Design clarvi_part_regfile, sky130hd; sources not shown.
Fig. 1: cell classes on the final placement
Scale bar: 200 µm. Fill, decap, tap and diode cells in grey.
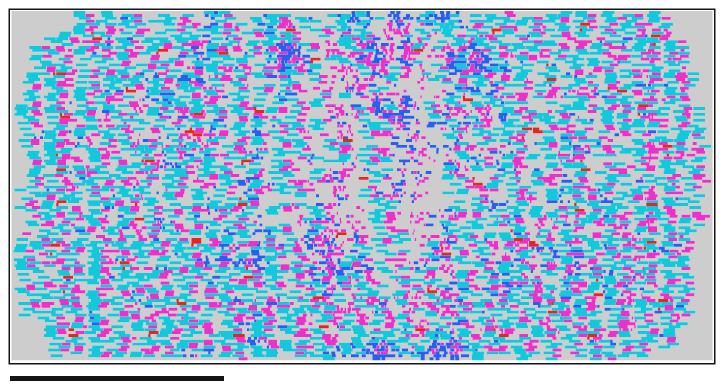
class	colour	cells
other buffers and delay cells	blue	798
clock drivers and dummy loads	red	110
all other logic	magenta	2,194
flops	cyan	2,118
register fraction of the total cell area: 56.6%
final standard cell utilization of the core: 52.3%
standard-cell row count: 120
Layout Cell Area excl Fill: 112,000 µm²

Fig. 2: clock routing
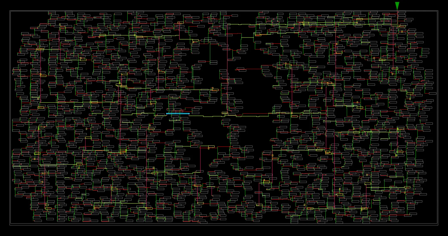
clock buffer count from CTS: 58
Clk. pwr: 0.0108 W

==> Table 3: Implementation characteristics <==
Physical design parameters

Parameter                              Value

Final layout
  Fillers .................. between 15,000 and 20,000
  Max reg flops .................. 2,048
  Layout-stage area growth over the synthesis result .................. 15.4%
  Top cell excl fill/tap .................. sky130_fd_sc_hd__edfxtp_1
  Dominant logic cell types in the final layout .................. sky130_fd_sc_hd__edfxtp_1 (2,048), sky130_fd_sc_hd__mux4_2 (1,066), sky130_fd_sc_hd__mux2i_1 (199)
  Non-Filler Instances .................. slightly above 8,000
  Share of final-layout standard cells stronger than drive strength 1 .................. about two fifths
  Final net count .................. approximately 5,200

Flow run
  Total tool warning count .................. 30
  # Max-Cap Violations .................. 0

Worst hold path
  Hold depth .................. 1
  Path category of the worst min-delay check .................. reg2reg

GRT
  Number of antenna violations at the first check in global routing .................. 77
  Global-route wire length before repair .................. 661,000 µm
  Maximum number of pins on one net before global-route repair .................. 65
  Via count of the first global-routing pass .................. 59,000

STA
  Max Freq .................. between 200 and 300 MHz
  Sum of negative setup slack .................. -9.60 ns
  Worst Tran Pin Value .................. 1.19 ns
  Final-report max-slew violation count .................. 0
  Worst Slack Setup Final .................. -0.290 ns
  Final worst hold slack .................. roughly 0.38 ns
  Finish-stage setup viols .................. roughly 93
  Total count of hold-check failures in the final report .................. 0
  Cycle use final .................. 108%
  Fin crit period .................. 3.99 ns
  Worst slew slack as a fraction of its limit .................. around a fifth

Place
  Pre-CTS setup slack .................. -2.77 ns
  Gpl congestion .................. 1.14
  Total of buffers placed on input and output ports .................. 111
  Standard cell area after detailed placement .................. 107,000 µm²
  DP HPWL .................. a little under 400,000 µm
  Placed Cells .................. between 7,000 and 8,000

Detailed routing
  Drt total wl .................. 538,000 µm
  Number of DRC markers in iteration 0 .................. 15,800
  Ratio of routed vias to standard cells .................. 8.23
  Remaining DRCs .................. 0
  Number of iterations in the first detailed-routing pass .................. 7
  Count of antenna-violating nets left after detailed routing .................. 0
  Average wire length per cell after detail routing .................. roughly 66 µm

Synth
  Summed instance area of the synthesized netlist .................. between 90,000 and 100,000 µm²
  Distinct cells, synth .................. 67
  Mapped Cells .................. ~4,700
  Main flop type after synthesis .................. sky130_fd_sc_hd__edfxtp_1
  Number of flops mapped to enable cells by yosys .................. 2,048
  Yosys reg bits .................. 2,118
  Yosys cell count .................. 4,672
  Yosys warning tally .................. 0
  Average size of a mapped cell .................. 20.7 µm²
  Sequential area share after synthesis .................. 65.3%
  Nets in the synthesized netlist .................. about 4,700
  Yosys stat chip area .................. 96,900 µm²

Floorplan
  Width of the chip .................. 658 µm
  Core Box Area .................. between 200,000 and 250,000 µm²
  Die Y-Extent .................. 330 µm
  I/O pins .................. roughly 120
  Starting density of the core .................. between 40 and 50%
  Chip Area .................. 217,000 µm²

Critical path
  Startpoint types .................. input pin
  Data arrival time of the critical path .................. 4.48 ns
  Nature of the critical path endpoint .................. flip-flop
  Most common cell on crit path .................. sky130_fd_sc_hd__buf_2
  Cell family contributing the most delay on the critical path .................. buffers and inverters
  CP bufs+invs .................. 4
  Worst path slowest cell .................. sky130_fd_sc_hd__a22oi_2
  Worst-path maximum fanout .................. 12
  Depth of the worst register-to-register path .................. 5
  Crit. path cell count .................. 9
  Ordered list of cells on the worst path .................. buf_2 > buf_2 > buf_2 > buf_4 > mux4_2 > nand2_1 > a32oi_4 > a22oi_2 > nor2_1
  Critical Path Max Stage Delay .................. 0.58 ns
  Register-to-register setup slack .................. -0.23 ns
  Setup Crit Path Kind .................. in2reg

Power and ir drop
  Static leakage .................. 37.9 nW
  PD cells .................. 398 nW/µm²

Clocking
  Number of sinks handled by clock tree synthesis .................. approximately 2,100
  Maximum buffer depth of the clock tree .................. 3
  TritonCTS clock tree .................. yes
  Buffer cell driving the clock tree root .................. sky130_fd_sc_hd__clkbuf_16
  Clock transition at path regs .................. 0.17 ns
  CTS Hold Bufs .................. 0
  Htree depth .................. 2

Run status
  Violations in the final reports .................. negative setup slack
  Status .................. finished with violations
-- logic make-up (layout without fill, tap and decap cells) --
| logic type | Yosys count | count (layout) | synth area share [%] |
|---|---|---|---|
| flops | 2118 | 2118 | 65.3 |
| buf+inv | 371 | 919 | 1.88 |
| compound gates | 389 | 389 | 3.02 |
| xor+xnor | 3 | 3 | 0.0271 |
| other cells | 0 | 54 | 0 |
| simple gates | 446 | 446 | 2.08 |
| fa+ha+maj | 2 | 2 | 0.0258 |
| mux | 1343 | 1343 | 27.7 |
-- worst register-to-register path: cells and delay by family, from the launching register on --
kind	cells	cell delay, ns
compound gates	3	2.07
buf+inv	1	0.73
flops	1	0.68
simple gates	1	0.11
-- what timing repair did --
item / 4_1_cts / 5_1_grt
setup endpoints to repair: 3841 / 204
resized: 550 / 115
cloned: 0 / 0
pin swaps: 71 / 15
buffers inserted: 95 / 10
-- layout make-up --
type                       count  area [µm²]  share of cell area, %
antenna                       54         135                  0.121
buffer                       356        3020                   2.70
clock buffer                 108        1670                   1.49
clock inverter                 2        32.5                 0.0291
inverter                      11        48.8                 0.0436
multi-input combinational   2183       33700                   30.1
sequential                  2118       63300                   56.6
tap                         2867        3590                   3.21
timing repair buffer         442        6390                   5.71
-- power breakdown --
part / internal [W] / switching, W / total (W)
sequential: 0.0264 / 0.0000329 / 0.0264
clock: 0.00311 / 0.00764 / 0.0108
combinational: 0.00207 / 0.00519 / 0.00726
total: 0.0316 / 0.0129 / 0.0444
-- cell usage after synthesis, types with 8 or more instances --
cell,n,area share [%]
sky130_fd_sc_hd__buf_6,12,0.14
sky130_fd_sc_hd__buf_2,123,0.64
sky130_fd_sc_hd__a211oi_1,22,0.17
sky130_fd_sc_hd__a221oi_1,23,0.21
sky130_fd_sc_hd__nand2_1,185,0.72
sky130_fd_sc_hd__nor3_1,11,0.057
sky130_fd_sc_hd__nand3_1,13,0.067
sky130_fd_sc_hd__a22oi_1,97,0.75
sky130_fd_sc_hd__clkbuf_1,142,0.55
sky130_fd_sc_hd__a21oi_1,12,0.062
sky130_fd_sc_hd__mux4_2,1066,25
sky130_fd_sc_hd__o2111ai_1,8,0.072
sky130_fd_sc_hd__a32oi_1,60,0.54
sky130_fd_sc_hd__o22ai_1,36,0.23
sky130_fd_sc_hd__mux2i_1,225,2.3
sky130_fd_sc_hd__o21ai_0,45,0.23
sky130_fd_sc_hd__nor2b_1,21,0.14
sky130_fd_sc_hd__buf_4,49,0.38
sky130_fd_sc_hd__o21ai_1,8,0.041
sky130_fd_sc_hd__nand2b_1,13,0.084
sky130_fd_sc_hd__o221ai_1,15,0.14
sky130_fd_sc_hd__a22o_1,9,0.081
sky130_fd_sc_hd__nor2_1,133,0.52
sky130_fd_sc_hd__edfxtp_1,2048,63
sky130_fd_sc_hd__mux2_2,52,0.60
sky130_fd_sc_hd__buf_1,33,0.13
sky130_fd_sc_hd__and2_1,36,0.23
sky130_fd_sc_hd__dfrtp_1,70,1.8
sky130_fd_sc_hd__inv_1,8,0.031
-- metal layers --
layer	wire [µm]	track usage [%]	share of wire (%)
met1	183000	60.3	34
met2	200000	60.8	37
met3	117000	37.5	22
met4	34200	24.5	6.4
met5	3750	11.4	0.70
No activity file was given, so power comes from the tool's default toggle rates.
